==> config.mk <==
export PLATFORM = sky130hd
export DESIGN_NAME = wb_master_arbiter
export DESIGN_NICKNAME = d
export VERILOG_FILES = /design/src/rtl/wb_arb_pkg.sv /design/src/rtl/wb_watchdog.sv /design/src/rtl/wb_master_arbiter.sv
export SDC_FILE = /design/constraint.sdc
export NUM_CORES = 1
export LEC_CHECK = 0
export ABC_AREA = 1
export CELL_PAD_IN_SITES_DETAIL_PLACEMENT = 1
export CELL_PAD_IN_SITES_GLOBAL_PLACEMENT = 2
export CORE_MARGIN = 2
export CORE_UTILIZATION = 12
export DETAILED_ROUTE_END_ITERATION = 8
export PLACE_DENSITY_LB_ADDON = 0.08
export SYNTH_ARGS = -nofsm -noshare
export SYNTH_HDL_FRONTEND = slang
export SYNTH_SLANG_ARGS = --single-unit
==> constraint.sdc <==
create_clock -name clk_i -period 1.8 [get_ports clk_i]
set_input_delay 0.36 -clock clk_i [delete_from_list [all_inputs] [get_ports clk_i]]
set_output_delay 0.36 -clock clk_i [all_outputs]
set_load 0.02 [all_outputs]
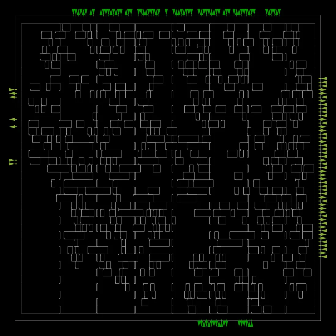
*Cell placement, run 1*
Rows: 39
flop count: 12
filler instances: 1,453

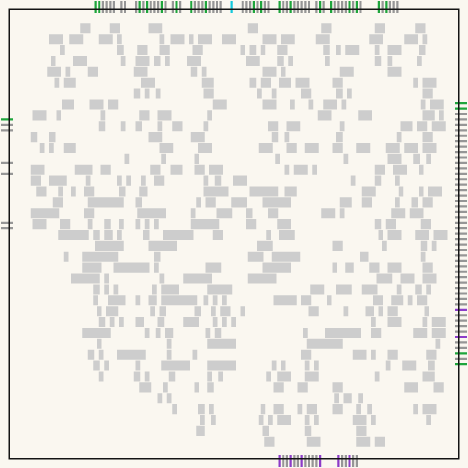
*Ports around the boundary, run 1*
(4 px per um) Pins as bars across the die edge, other pins in grey.
legend:
  green:
    port: `m0_adr_i`
    pins: 23
    direction: input
    edge: 18 top, 4 right, 1 left
  purple:
    port: `m0_dat_o`
    pins: 8
    direction: output
    edge: 6 bottom, 2 right
  cyan:
    port: `m1_cyc_i`
    pins: 1
    direction: input
    edge: top
all pins by edge: 65 top, 49 right, 18 bottom, 7 left
PortBufs: 138
width of the die: 112 um

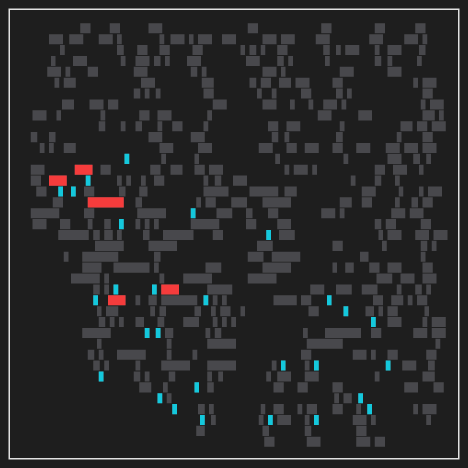
*Gate families picked out, run 1*
(4 px per um)
legend:
  cyan:
    family: inverters
    cells: 28
    most_used: inv_1
  red:
    family: adder and majority cells
    cells: 5
    most_used: ha_1
    where: middle left
Commonest Layout Cell: nand2_1
logic share of the area: 33.6%
fin cells: 556

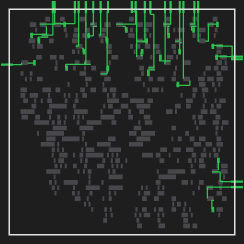
*Nets reached from selected ports, run 1*
(2 px per um)
legend:
  green:
    port: `m0_adr_i`
    direction: input
    edge: 18 top, 4 right, 1 left
    end_cells: 23
    buffers: 23
    wire: 563 um
IO Count: 139

==> CHANGELOG.md, run 1 <==
### Implementation results

- Routed Antenna Nets: 0
- Yosys stat area: 0.00140 mm2
- Initial DRC count: 51
- Final setup vio count: 0
- First-pass iteration count of the detailed router: 4
- AO/OA Area Share: 18.1%
- RSZ-0062 raised after global routing: yes
- Synthesized area: 0.00140 mm2
- Top cells by area: nand2_1 (28%), dfxtp_1 (17%), a21oi_1 (16%)
- Placed insts: 550
- Cell area after layout: 0.00324 mm2
- Hold Fails Final Rpt: 0
- Max Transition Viols Final: 0
- Post-synth top area cell: nand2_1
- Status: completed
- Mux frac, synth: 0%
- Clock sink total: 12
- Critical-path cell list: inv_2 -> ha_4 -> clkinv_1 -> buf_12 -> a21oi_1 -> buf_4
- FP Util: 12.3%
- Initial antenna violation count: 0
- Top-count cell post-synth: nand2_1
- DR WL/cell: 13.8 um
- TritonCTS buffer count: 3
- Xor+xnor area frac: 1.25%
- Syn avg cell area: 5.43 um2
- Most instantiated logic cells after routing: nand2_1 (103), clkdlybuf4s50_1 (80), buf_4 (64)
- Met3 Usage GRT: 2.16%
- WL final: 7650 um
- CP startpoint kind: register
- Ant diodes: 0
- WP data arrival: 1.39 ns
- Yosys cell count: 258
- DP Worst Slack: -0.389 ns
- OpenROAD warnings: 31
- CTS max path bufs: 2
- Worst path depth: 6
- Largest net degree at the start of global routing: 35
- Total number of vias: 2,194
- P&R area growth vs syn: 131%
- Post-synth seq share: 17.2%
- Synth Flop Type: dfxtp_1
- Asr flop ratio synth: 0%
- Global Route Usage Sum: 11.6%
- Busiest grt layer: met2
- Fin nets: 500
- Hold/Removal Path Class: register to register
- Largest family of logic cells by area: simple AND/OR/NAND/NOR gates
- Post-CTS setup buffer count: 0
- Cts repair resizes: 281
- Die Size: 0.0125 mm2
[run 1: where the power goes]
group	internal [uW]	switching [uW]
Combinational	375	335
Clock	336	120
Sequential	276	8.22
Total	987	464
[run 1: logic make-up (layout without fill, tap and decap cells)]
kind of cell | after synthesis | count (layout)
AND/OR/NAND/NOR | 150 | 150
adder cells (fa/ha/maj) | 5 | 5
XOR/XNOR | 2 | 2
AND-OR/OR-AND | 50 | 50
flip-flops | 12 | 12
buffers and inverters | 39 | 194
[run 1: layout make-up]
| type | instances | area (um2) |
|---|---|---|
| tap | 143 | 179 |
| inverter | 28 | 105 |
| sequential | 12 | 243 |
| multi-input combinational | 207 | 1090 |
| fill | 1453 | 8180 |
| timing repair buffer | 162 | 1530 |
| clock buffer | 4 | 88.8 |
==> run 1 -> run 2 <==
--- a/config.mk
+++ b/config.mk
@@ -10,6 +10,7 @@
 export CELL_PAD_IN_SITES_GLOBAL_PLACEMENT = 2
 export CORE_MARGIN = 2
 export CORE_UTILIZATION = 12
+export CTS_CLUSTER_DIAMETER = 150
 export DETAILED_ROUTE_END_ITERATION = 8
 export PLACE_DENSITY_LB_ADDON = 0.08
 export SYNTH_ARGS = -nofsm -noshare
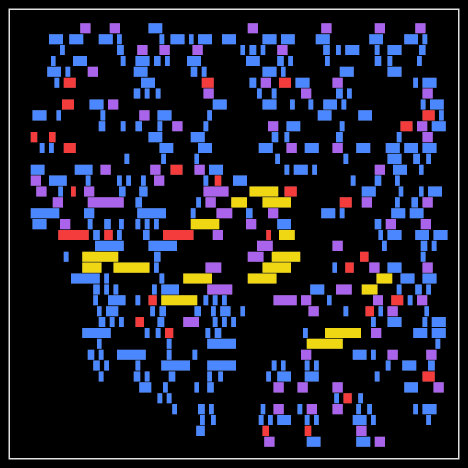
*Cell sizes after repair, run 2*
(4 px per um)
legend:
  purple:
    size: _3 and _4 cells
    cells: 74
    share: 18%
    most_used: buf_4
  red:
    size: _2 cells
    cells: 29
    share: 7.0%
    most_used: a21oi_2
  yellow:
    size: _6 and larger
    cells: 17
    share: 4.1%
    most_used: buf_12
  blue:
    size: _0 and _1 cells
    cells: 293
    share: 71%
    most_used: nand2_1
P&R area growth vs syn: 131%
cell area after layout: 0.00324 mm2
post-route setup slack: 0.0545 ns

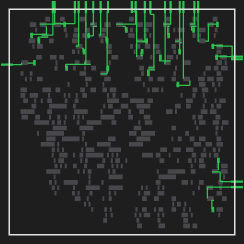
*Nets reached from selected ports, run 2*
(2 px per um)

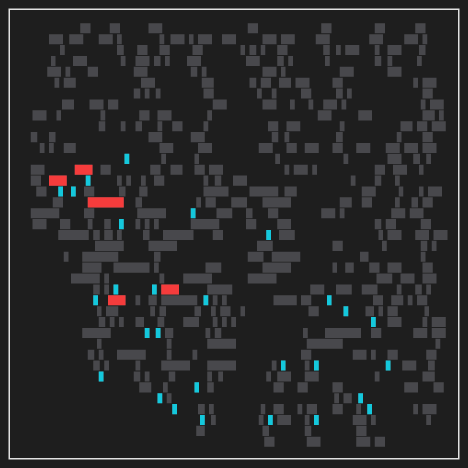
*Gate families picked out, run 2*
(4 px per um)

==> run 2 against run 1 <==
Effect of this change:
- setup slack did not move
- utilization did not move
- largest power group unchanged
- die area did not move
- clock power barely moved
- clock skew did not move
- synthesized cell count did not move
- first-iteration DRC count did not move
==> CHANGELOG.md, run 2 <==
### Implementation results

- WP data arrival: 1.39 ns (about the same)
- DP Worst Slack: -0.389 ns (unchanged)
- Top-count cell post-synth: nand2_1
- Post-synth top area cell: nand2_1
- Comb pwr: 710 uW (about the same)
- CTS max path bufs: 2 (unchanged)
- Flop pwr share: 19.6% (about the same)
- Status: completed
- Seq pwr: 284 uW (about the same)
- Rows: 39 (unchanged)
- First-pass iteration count of the detailed router: 4 (unchanged)
- Ant diodes: 0 (unchanged)
- CP startpoint kind: register
- Routed Antenna Nets: 0 (unchanged)
- Largest net degree at the start of global routing: 35 (unchanged)
- Post-synth seq share: 17.2% (unchanged)
- IO Count: 139 (unchanged)
- Cts repair resizes: 281 (unchanged)
- Top cells by area: nand2_1 (28%), dfxtp_1 (17%), a21oi_1 (16%)
- Total number of vias: 2,194 (unchanged)
- Yosys cell count: 258 (unchanged)
- Initial DRC count: 51 (unchanged)
- PortBufs: 138 (unchanged)
- Die Size: 0.0125 mm2 (unchanged)
- OpenROAD warnings: 31 (unchanged)
- NetSw: 464 uW (unchanged)
- Busiest grt layer: met2
- Most instantiated logic cells after routing: nand2_1 (103), clkdlybuf4s50_1 (80), buf_4 (64)
- Synth Flop Type: dfxtp_1
- Final setup vio count: 0 (unchanged)
- Heaviest power group: combinational cells
- Met3 Usage GRT: 2.16% (unchanged)
- Net Sw Frac: 32.0% (unchanged)
[run 2: cell type report]
| class | count | area [um2] | area share (%) |
|---|---|---|---|
| timing repair buffer | 162 | 1530 | 47.3 |
| multi-input combinational | 207 | 1090 | 33.6 |
| sequential | 12 | 243 | 7.50 |
| tap | 143 | 179 | 5.53 |
| inverter | 28 | 105 | 3.25 |
| clock buffer | 4 | 88.8 | 2.75 |
[run 2: worst max-delay path, stage by stage, from the launching register on]
cell and delay (ns):
dfxtp_1 0.31, inv_2 0.08, ha_4 0.15, clkinv_1 0.10, buf_12 0.18, a21oi_1 0.14
buf_4 0.16
[run 2: kinds of logic after synthesis]
family	count (synthesis)	synth area share (%)
xor+xnor	2	1.25
compound gates	50	18.1
fa+ha+maj	5	4.47
buf+inv	39	11.5
simple gates	150	47.5
flops	12	17.2
No activity file was given, so power comes from the tool's default toggle rates.
